==> config.mk <==
export PLATFORM = sky130hd
export DESIGN_NAME = address_unit_flat
export DESIGN_NICKNAME = d
export VERILOG_FILES = /design/src/rtl/cpu6502_pkg.sv /design/src/rtl/address_unit_if.sv /design/src/rtl/address_unit_addr_mux.sv /design/src/rtl/address_unit.sv /design/src/flat_wrapper.sv
export SDC_FILE = /design/constraint.sdc
export NUM_CORES = 1
export LEC_CHECK = 0
export ABC_AREA = 1
export ABC_CLOCK_PERIOD_IN_PS = 1800
export CORE_UTILIZATION = 49
export CTS_CLUSTER_DIAMETER = 150
export CTS_CLUSTER_SIZE = 30
export DETAILED_ROUTE_END_ITERATION = 10
export PLACE_DENSITY = 0.83
export SLEW_MARGIN = 10
export SYNTH_ARGS = -nofsm -noshare
export SYNTH_HDL_FRONTEND = slang
export SYNTH_SLANG_ARGS = --single-unit
==> constraint.sdc <==
create_clock -name clk -period 1.8 [get_ports clk]
set_input_delay 0.36 -clock clk [delete_from_list [all_inputs] [get_ports clk]]
set_output_delay 0.36 -clock clk [all_outputs]
set_load 0.02 [all_outputs]
==> src/rtl/cpu6502_pkg.sv <==
// Shared CPU definitions: bus address source encodings, reset vector addresses,
// vector-fetch states and the pointer-register bundle.
package cpu6502_pkg;

    localparam int unsigned ADDR_W = 16;
    localparam int unsigned DATA_W = 8;
    localparam int unsigned SEL_W  = 3;

    typedef enum logic [SEL_W-1:0] {
        ADDR_PC         = 3'd0,
        ADDR_ZERO       = 3'd1,
        ADDR_ABS        = 3'd2,
        ADDR_IND_ZERO_0 = 3'd3,
        ADDR_IND_ZERO_1 = 3'd4,
        ADDR_IND_ABS_0  = 3'd5,
        ADDR_IND_ABS_1  = 3'd6
    } addr_sel_e;

    localparam logic [ADDR_W-1:0] VEC_LO_ADDR = 16'hFFFC;
    localparam logic [ADDR_W-1:0] VEC_HI_ADDR = 16'hFFFD;

    typedef enum logic [1:0] {
        VEC_LO = 2'd0,
        VEC_HI = 2'd1,
        RUN    = 2'd2
    } vec_state_e;

    typedef struct packed {
        logic [DATA_W-1:0] ind_h;
        logic [DATA_W-1:0] ind_l;
        logic [DATA_W-1:0] dir_h;
        logic [DATA_W-1:0] dir_l;
    } ptr_regs_t;

    // PC plus a signed 8-bit displacement, wrapping modulo 64K.
    function automatic logic [ADDR_W-1:0] pc_rel(input logic [ADDR_W-1:0] pc,
                                                 input logic [DATA_W-1:0] off);
        return pc + {{(ADDR_W-DATA_W){off[DATA_W-1]}}, off};
    endfunction

endpackage

==> src/rtl/address_unit_if.sv <==
// Control-unit <-> address-unit signal bundle; the control side is the master.
interface address_unit_if;
    import cpu6502_pkg::*;

    logic              increment_pc;
    logic              indirl_load;
    logic              indirh_load;
    logic              dirl_load;
    logic              dirh_load;
    logic              branch_load;
    logic [SEL_W-1:0]  address_select;
    logic [DATA_W-1:0] data_in;
    logic [DATA_W-1:0] alu_result;
    logic [ADDR_W-1:0] address;
    logic [ADDR_W-1:0] pc;
    logic              busy;

    modport master (
        output increment_pc, indirl_load, indirh_load, dirl_load, dirh_load,
               branch_load, address_select, data_in, alu_result,
        input  address, pc, busy
    );

    modport slave (
        input  increment_pc, indirl_load, indirh_load, dirl_load, dirh_load,
               branch_load, address_select, data_in, alu_result,
        output address, pc, busy
    );

endinterface

==> src/rtl/address_unit_addr_mux.sv <==
// Combinational bus-address selector over PC and the direct/indirect pointer bytes.
module addr_mux
    import cpu6502_pkg::*;
(
    input  logic [SEL_W-1:0]  sel_i,
    input  logic [ADDR_W-1:0] pc_i,
    input  ptr_regs_t         ptr_i,
    output logic [ADDR_W-1:0] addr_c_o
);

    always_comb begin
        addr_c_o = pc_i;
        case (sel_i)
            ADDR_ZERO:       addr_c_o = {8'h00, ptr_i.dir_l};
            ADDR_ABS:        addr_c_o = {ptr_i.dir_h, ptr_i.dir_l};
            ADDR_IND_ZERO_0: addr_c_o = {8'h00, ptr_i.ind_l};
            // second pointer byte stays inside page zero
            ADDR_IND_ZERO_1: addr_c_o = {8'h00, ptr_i.ind_l + 8'd1};
            ADDR_IND_ABS_0:  addr_c_o = {ptr_i.ind_h, ptr_i.ind_l};
            ADDR_IND_ABS_1:  addr_c_o = {ptr_i.ind_h, ptr_i.ind_l} + 16'd1;
            default:         addr_c_o = pc_i;
        endcase
    end

endmodule

==> src/rtl/address_unit.sv <==
// CPU address unit: program counter, pointer registers and bus address selection.
// Define ADDRESS_UNIT_VECTOR_EN to fetch the start PC from FFFC/FFFD after reset.
module address_unit
    import cpu6502_pkg::*;
#(
    parameter logic [ADDR_W-1:0] RESET_PC = 16'h0200
) (
    input  logic           clk,
    input  logic           rst,
    address_unit_if.slave  bus
);

    logic [ADDR_W-1:0] pc_q, pc_d;
    logic [DATA_W-1:0] rdata_q, rdata_d;
    ptr_regs_t         ptr_q, ptr_d;
    logic              busy_c;
    logic [ADDR_W-1:0] mux_addr_c;

`ifdef ADDRESS_UNIT_VECTOR_EN
    localparam logic [ADDR_W-1:0] PC_RST = '0;

    vec_state_e state_q, state_d;
    logic       busy_q, busy_d;

    // Vector-fetch state register; reset always restarts the fetch at VEC_LO.
    always_ff @(posedge clk or negedge rst) begin
        if (!rst) begin
            state_q <= VEC_LO;
            busy_q  <= 1'b1;
        end else begin
            state_q <= state_d;
            busy_q  <= busy_d;
        end
    end

    always_comb begin
        state_d = state_q;
        case (state_q)
            VEC_LO:  state_d = VEC_HI;
            VEC_HI:  state_d = RUN;
            RUN:     state_d = RUN;
            default: state_d = VEC_LO;
        endcase
        busy_d = (state_d != RUN);
    end

    assign busy_c      = busy_q;
    assign bus.address = busy_c ? ((state_q == VEC_HI) ? VEC_HI_ADDR : VEC_LO_ADDR)
                                : mux_addr_c;
`else
    localparam logic [ADDR_W-1:0] PC_RST = RESET_PC;

    assign busy_c      = 1'b0;
    assign bus.address = mux_addr_c;
`endif

    addr_mux u_addr_mux (
        .sel_i    (bus.address_select),
        .pc_i     (pc_q),
        .ptr_i    (ptr_q),
        .addr_c_o (mux_addr_c)
    );

    // Next-state for PC, pointer bytes and the read-data latch; strobes are dead while busy.
    always_comb begin
        pc_d    = pc_q;
        rdata_d = rdata_q;
        ptr_d   = ptr_q;

        if (!busy_c) begin
            rdata_d = bus.data_in;
            if (bus.indirl_load) ptr_d.ind_l = bus.data_in;
            if (bus.indirh_load) ptr_d.ind_h = bus.data_in;
            if (bus.dirl_load)   ptr_d.dir_l = bus.alu_result;
            if (bus.dirh_load)   ptr_d.dir_h = bus.alu_result;
            // branch offset is the byte latched on the previous cycle
            if (bus.branch_load) begin
                pc_d = pc_rel(pc_q, rdata_q);
            end else if (bus.increment_pc) begin
                pc_d = pc_q + 16'd1;
            end
        end
`ifdef ADDRESS_UNIT_VECTOR_EN
        else begin
            if (state_q == VEC_HI) pc_d[15:8] = bus.data_in;
            else                   pc_d[7:0]  = bus.data_in;
        end
`endif
    end

    always_ff @(posedge clk or negedge rst) begin
        if (!rst) begin
            pc_q    <= PC_RST;
            rdata_q <= '0;
            ptr_q   <= '0;
        end else begin
            pc_q    <= pc_d;
            rdata_q <= rdata_d;
            ptr_q   <= ptr_d;
        end
    end

    assign bus.pc   = pc_q;
    assign bus.busy = busy_c;

endmodule
==> src/flat_wrapper.sv <==
// flat-port wrapper written by rule: the top's interface ports become plain ports
module address_unit_flat import cpu6502_pkg::*;
#(
    parameter logic [ADDR_W-1:0] RESET_PC = 16'h0200
)
  (clk, rst, bus_increment_pc, bus_indirl_load, bus_indirh_load, bus_dirl_load, bus_dirh_load, bus_branch_load, bus_address_select, bus_data_in, bus_alu_result, bus_address, bus_pc, bus_busy);
  address_unit_if bus_i ();
  input  logic clk;
  input  logic rst;
  input wire logic [$bits(bus_i.increment_pc)-1:0] bus_increment_pc;
  input wire logic [$bits(bus_i.indirl_load)-1:0] bus_indirl_load;
  input wire logic [$bits(bus_i.indirh_load)-1:0] bus_indirh_load;
  input wire logic [$bits(bus_i.dirl_load)-1:0] bus_dirl_load;
  input wire logic [$bits(bus_i.dirh_load)-1:0] bus_dirh_load;
  input wire logic [$bits(bus_i.branch_load)-1:0] bus_branch_load;
  input wire logic [$bits(bus_i.address_select)-1:0] bus_address_select;
  input wire logic [$bits(bus_i.data_in)-1:0] bus_data_in;
  input wire logic [$bits(bus_i.alu_result)-1:0] bus_alu_result;
  output wire logic [$bits(bus_i.address)-1:0] bus_address;
  output wire logic [$bits(bus_i.pc)-1:0] bus_pc;
  output wire logic [$bits(bus_i.busy)-1:0] bus_busy;
  assign bus_i.increment_pc = bus_increment_pc;
  assign bus_i.indirl_load = bus_indirl_load;
  assign bus_i.indirh_load = bus_indirh_load;
  assign bus_i.dirl_load = bus_dirl_load;
  assign bus_i.dirh_load = bus_dirh_load;
  assign bus_i.branch_load = bus_branch_load;
  assign bus_i.address_select = bus_address_select;
  assign bus_i.data_in = bus_data_in;
  assign bus_i.alu_result = bus_alu_result;
  assign bus_address = bus_i.address;
  assign bus_pc = bus_i.pc;
  assign bus_busy = bus_i.busy;
  address_unit #(.RESET_PC(RESET_PC)) u_core (.clk(clk), .rst(rst), .bus(bus_i));
endmodule
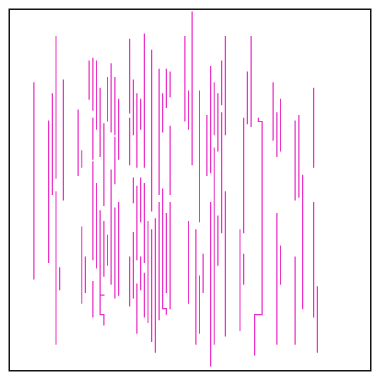
(run_1/layer_met4.png)
Scale: 4 px per µm.
longest straight run: 49.0 µm
nets with wire on the layer: 88
share of all routed wire: 11%
main direction: vertical
Via Count: 5038
post-detailed-routing wire length: 18.1 mm

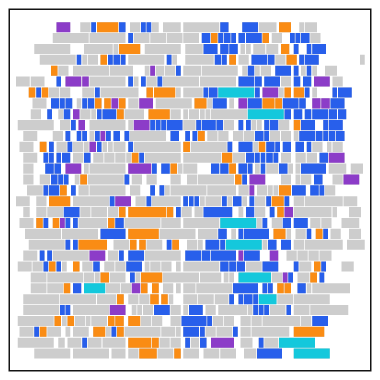
(run_1/logic_types.png)
Scale: 4 px per µm.
[blue] nand cells | cells: 241 | where: widely spread
[cyan] fa/ha/maj cells | cells: 9
[purple] nor cells | cells: 32
[orange] aoi and oai cells | cells: 80 | where: widely spread
multi-input gate share of the layout cell area: 42.7%
most frequent logic cell in the layout: nand2_1

==> notes.md, run 1 <==
The most critical setup path has its startpoint at u_core.ptr_q[21]. The core region is 7370 µm². The number of maximum-capacitance violations recorded for the run is 0. The logs give -0.772 ns for the setup slack after layout and 23.9 mm for the wire length of the first global-routing pass. Per the GRT log, the top usage layer is met2. The weighted congestion reported at the end of routability-driven placement is 0.976, and the final-report setup violation count is 25. The master cell of the clock root buffer is clkbuf_8.

Compared with the post-synthesis result, the final layout area differs by 61.6%. After layout, the minimum clock period comes to 2.57 ns. The detailed router finished its first iteration with 541 violations. The routed design shows a via density per instance of 6.36.

STA classifies the critical path endpoint as an output pin. Counting the fill cells in the layout gives 377. For reference, the mux area share after synthesis is 1.48%.

Global routing consumed, on the met2 layer, 62.1% of the routing resources. For reference, the final report shows the hold violation count at 19. The count of pins over their slew limit was 0. The tightest hold margin came out at -0.0174 ns.

Setup repair after global routing could not meet its margin everywhere. The accumulated negative setup slack is -7.59 ns, and the count of flip-flops with a built-in enable after synthesis is 0. The logs give 9.48 mm for the sum of net half-perimeters after detailed placement and 37.8% for the overall fraction of global-route tracks in use.

TritonCTS built the clock tree. The run gives -0.16 ns as the setup slack of the most critical reg-to-reg path. With the post-CTS repair timing setup buffer count at 15, the power density normalized to cell area is 1180 nW/µm².

The sequential cell area in the final layout is 1410 µm², and the final worst clock skew is 0.0149 ns. With the area of the synthesized netlist per yosys stat at 3790 µm², the row count is 31. The type of the most critical hold path was primary input to async pin.

The clock-pin slew of the registers on the worst-case setup and hold paths is 0.12 ns, and the number of search-and-repair iterations in the first detailed-routing pass is 6. With the worst slew margin relative to its limit at 57.1%, the number of buffer cells added on primary ports is 58. The complex-gate fraction of the synthesized area came out at 11.8%.

With the detailed-routed wire length on met2 at 8.18 mm, the number of buffer and inverter instances along the worst setup path is 3. Once the floorplan was initialized, standard cells occupied 51.5% of the core. Traced cell by cell, the critical path runs through inv_2, buf_4, nor3_2, nand2_1, nor2_1, nand2_1, nand3_2, o2111ai_2, buf_6.

Looking at the gate-level netlist, the highest instance count belongs to nand2_1. The run finished, with violations left. The final reports fail on negative hold slack, negative setup slack. Summing the sequential cell areas from Yosys gives 37.0% of the chip area. Per the synth stats, the proportion of register bits with asynchronous set or reset is 100%. Data arrives at the worst endpoint at 2.21 ns. The H-tree was split into 2 levels.

For the worst setup path, the data required time is 1.44 ns. Maximum number of pins on one net before global-route repair: 22. Family with the most delay on the worst path: simple AND/OR/NAND/NOR gates.

With the number of cells in the design after placement at 762, the count of state elements after synthesis is 56. The type of element launching the critical path was a flip-flop. The timing report shows the most common cell along the critical path to be nand2_1.
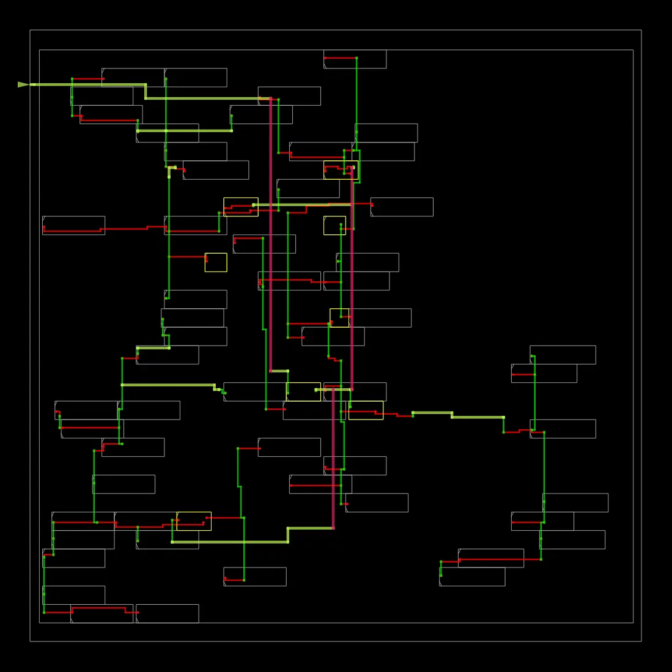
(run_1/clocks.png)
Clock Buffer Count: 5
insertion delay to the later sink of the worst-skew pair: 0.34 ns

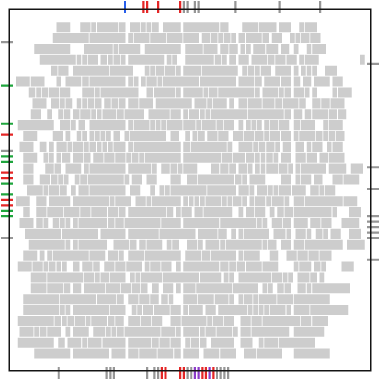
(run_1/io_placement.png)
Scale: 4 px per µm. Pins as bars across the die edge, other pins in grey.
[green] bus_data_in | pins: 8 | direction: input | edge: left
[blue] bus_branch_load | pins: 1 | direction: input | edge: top
[red] bus_address | pins: 16 | direction: output | edge: 7 bottom, 5 left, 4 top
[purple] bus_address_select | pins: 3 | direction: input | edge: bottom
horizontal extent of the die: 90.0 µm
height of the chip: 90.0 µm

-- run 1: through the flow --
step	util [%]	setup WS [ns]	cell area, µm²
finish	83.2	-0.772	6130
global placement	71.0	-0.869	5230
CTS	77.5	-0.447	5710
floorplan	-	-0.0387	3890
detailed placement	71.0	-0.945	5230
global route	83.1	-0.784	6130
-- run 1: how the worst min path moves through the flow --
stage / from / to / slack [ns] / cells past startpoint
after floorplan: rst / u_core.bus.pc[0] / 0.06 / 0
after global placement: rst / u_core.ptr_q[4] / 0.36 / 1
after detailed placement: rst / u_core.ptr_q[2] / 0.36 / 1
after CTS: rst / u_core.ptr_q[2] / 0.004 / 1
after global routing: rst / u_core.ptr_q[2] / 0.02 / 1
final: rst / u_core.ptr_q[2] / -0.02 / 1
-- run 1: layout by cell type (no fill, tap or decap), types with 6 or more instances in the layout --
cell,instances
nand3_4,7
dlymetal6s2s_1,7
dfrtp_1,47
buf_6,20
nand2_1,129
nor2_1,6
nand3_1,26
nor2_2,6
dfrtp_2,8
nand4_1,10
ha_4,6
dlygate4sd2_1,8
nand3_2,16
a21oi_1,9
nand2_2,31
nand2_4,19
nor2_4,11
o21ai_1,11
inv_2,10
buf_4,104
clkdlybuf4s50_1,22
inv_1,62
o21ai_0,33
buf_12,6
-- run 1: final cells by class --
type,instances,share of cell area [%]
tap,99,2.02
clock buffer,5,1.12
antenna,1,0.0408
inverter,78,5.14
multi-input combinational,378,42.7
clock inverter,3,0.408
sequential,56,23.0
timing repair buffer,172,25.6
-- run 1: flip-flops by register name, summed over array words and instances (netlist names) --
register        count
u_core.rdata_q      8
u_core.ptr_q       32
u_core.bus.pc      16
-- run 1: power by group --
part           internal (mW)  switching, mW
registers               1.54          0.428
clock network          0.286          0.505
logic                   1.96           2.51
total                   3.78           3.44
==> run_1/wires.png <==
Scale: 3 px per µm. Two of the layers only.
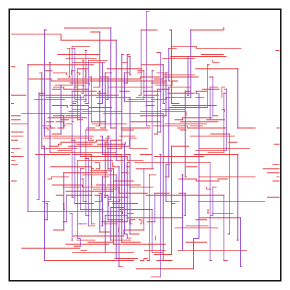

==> inputs of run 2 (changes only) <==
--- a/config.mk
+++ b/config.mk
@@ -7,11 +7,11 @@
 export LEC_CHECK = 0
 export ABC_AREA = 1
 export ABC_CLOCK_PERIOD_IN_PS = 1800
-export CORE_UTILIZATION = 49
+export CORE_UTILIZATION = 42
 export CTS_CLUSTER_DIAMETER = 150
 export CTS_CLUSTER_SIZE = 30
 export DETAILED_ROUTE_END_ITERATION = 10
-export PLACE_DENSITY = 0.83
+export PLACE_DENSITY = 0.73
 export SLEW_MARGIN = 10
 export SYNTH_ARGS = -nofsm -noshare
 export SYNTH_HDL_FRONTEND = slang
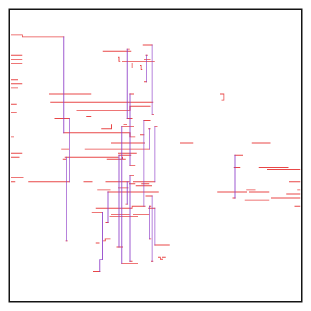
(run_2/wires.png)
Scale: 3 px per µm. Two of the layers only.
[purple] metal 4 | wire length: 416 µm
[red] metal 3 | wire length: 494 µm
total global-route track usage: 25.6%
post-detailed-routing wire length: 12.2 mm
average routed wire per standard cell: 15.7 µm

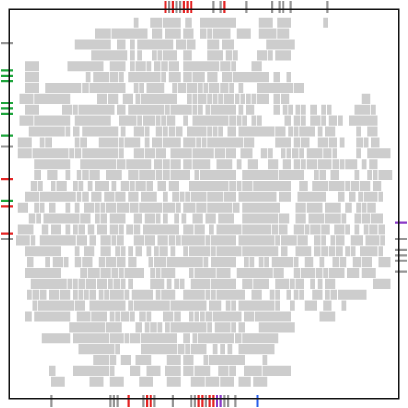
(run_2/io_placement.png)
Scale: 4 px per µm. Pins as bars across the die edge, other pins in grey.
[red] bus_address | pins: 16 | direction: output | edge: 7 bottom, 6 top, 3 left
[green] bus_data_in | pins: 8 | direction: input | edge: left
[blue] bus_branch_load | pins: 1 | direction: input | edge: bottom
[purple] bus_address_select | pins: 3 | direction: input | edge: 2 bottom, 1 right
port buffer count: 58
horizontal extent of the die: 97.0 µm
height of the chip: 97.0 µm

==> run 2 against run 1 <==
- the flow finishes with violations (negative setup slack)
- die area increased by 16%
- wire length is 32% lower
- cell area is 5.2% lower
- worst hold slack improved by 0.50 ns
- sequential share of layout area grew 1.1 points
- first-iteration DRC count down 34%
- via count is 18% lower
- critical endpoint is now bus_address[10]
- largest power group unchanged
==> notes.md, run 2 <==
The tools report the capturing element type of the critical path as an output pin. The register with the most flip-flops in the layout has 32 of them. met1 track demand over resource after global routing is 30.3%. The final reports fail on negative setup slack. Per the detail_route report, vias per standard cell equal 5.32. The wire-length estimate of the detail-placed layout is 9.14 mm. The library cell with the highest instance count after synthesis is nand2_1.

Summed over all nets, wire length on met2 after detailed routing comes to 6.30 mm. OpenROAD emitted warnings numbering 29. The H-tree was split into 2 levels. For this block, the via count after detailed routing is 4141. Per report_power, the sequential group accounts for 28.5% of the total. According to the Yosys statistics, the synthesized design has a chip area of 3790 µm². Leaving out fill and tap cells, the most frequent cells in the layout are 141 x nand2_1, 91 x buf_4, 64 x inv_1. For the wire length of the first global-routing pass, the log shows 19.3 mm. Per report_power, the top consumer among the power groups is combinational logic.

The floorplan has 34 rows. In this run the clock root is driven by a clkbuf_8. The type recorded for the worst min-delay path is primary input to async pin. The source-to-sink clock delay at the later pin of the worst-skew pair was 0.31 ns; the minimum clock period was 2.26 ns. The global routing stage identified its most utilized layer as met2. Fill cells in the final layout number 697. The flow reports that the clock network draws 10.6% of the design power.

The internal power of the cells was 3.59 mW. Of the total power, combinational logic draws 60.9%. The run gives 16 for the final-report setup violation count.

Measured on the finished design, the core utilization comes to 66.7%. Setup slack after layout: -0.458 ns. TritonCTS built the clock tree. Entering global routing, the biggest net connects 28 pins. STA puts the critical path data required time at 1.44 ns. Power spread over the standard cell area amounts to 1110 nW/µm². Hold-check failures listed in the final report amount to 0. The tools report the weighted congestion reported at the end of routability-driven placement as 0.930.

The violation tally recorded at the end of detailed-routing iteration 0 is 356. The proportion of register bits with asynchronous set or reset after synthesis came out at 100%. The number of antenna diodes in the final layout is 0.

Of the total power, the share spent switching nets is 44.4%. The tools report the count of instantiated cells in the yosys netlist as 524. In this run the critical path is formed by ha_1, nand4_1, nor2_2, nand2_2, nor2_4, nand3_1, nand3_1, nand4_1, buf_4. The largest register by flop count is u_core.ptr_q. STA classifies the critical path startpoint as a flip-flop.

The power report puts the net switching power at 2.87 mW. The logs give 0 for the count of pins over their slew limit and 3.93 mW for the combinational cell power. Per the post-CTS timing run, clock transition at the registers of the reported paths is 0.10 ns. The run finished, with violations left. Yosys reported a register bit count of 56. The sequential cell area fraction in the yosys report is 37.0%. The run gives 8720 µm² for the total core area.

Met2 track demand over resource: 45.6%. The run gives 0 for the number of max-cap violations. Layout overhead on the synthesized area: 53.3%. According to the report, the first pass of detailed routing completed in 5 iterations. The pre-CTS setup check shows a worst slack of -0.991 ns. For the sequential group, total power comes out at 1.84 mW. For the arrival time of data at the critical path endpoint, the log shows 1.90 ns. By instance count after routing, the leading logic cell type is nand2_1. Per the detail_route log, the uppermost layer with routed signals is met4.

Summed over the clock group, the power is 0.685 mW. The run gives 0 for the count of flip-flops with a built-in enable after synthesis. The tools report the critical path startpoint as u_core.ptr_q[16].

Dominant synthesized flop cell: dfrtp_1. Clock skew on the completed layout was measured at 0.00594 ns.
==> run 2: cell counts after synthesis <==
Identical to the previous run, type by type.
==> run 2: cells by family (layout without fill, tap and decap cells) <==
family / Yosys count / in the layout / share of synthesized area (%)
mux: 5 / 5 / 1.48
xor+xnor: 9 / 9 / 2.08
other cells: 1 / 1 / 0.0989
simple gates: 274 / 274 / 34.0
compound gates: 80 / 80 / 11.8
flops: 56 / 56 / 37.0
fa+ha+maj: 9 / 9 / 3.17
buf+inv: 90 / 237 / 10.3
==> run 2: worst max-delay path: cells and delay by family, from the launching register on <==
family,cells,cell delay (ns)
buffers and inverters,1,0.19
adders and majority gates,1,0.17
DFF,1,0.36
and+or+nand+nor,7,0.87
==> run 2: through the flow <==
step | power (mW) | area [µm²] | setup TNS (ns) | std cells | hold WS (ns)
final | 6.45 | 5810 | -4.98 | 779 | 0.485
after global routing | 6.86 | 5810 | -6.61 | 779 | 0.523
after CTS | 6.17 | 5570 | -4.14 | 777 | 0.494
after detailed placement | 5.45 | 5210 | -22.08 | 763 | 0.291
after global placement | 5.40 | 5210 | -20.58 | 763 | 0.296
after floorplan | 3.75 | 3890 | -0.0387 | 524 | 0.0644
==> run 2: what timing repair did <==
action	CTS	global route
gates resized	175	72
pin swaps	15	35
buffers inserted	5	4
gates cloned	1	0
endpoints found under the setup margin	35	32
endpoints found under the hold margin	13	0
hold buffers	1	0
==> run 2: layout make-up <==
class | count | area [µm²] | area share [%]
tap | 108 | 135 | 2.32
clock buffer | 6 | 72.6 | 1.25
timing repair buffer | 152 | 1410 | 24.2
clock inverter | 1 | 8.76 | 0.151
inverter | 78 | 320 | 5.51
sequential | 56 | 1410 | 24.2
multi-input combinational | 378 | 2470 | 42.4
Power figures rest on the tool's default switching activity, not on a simulated workload.
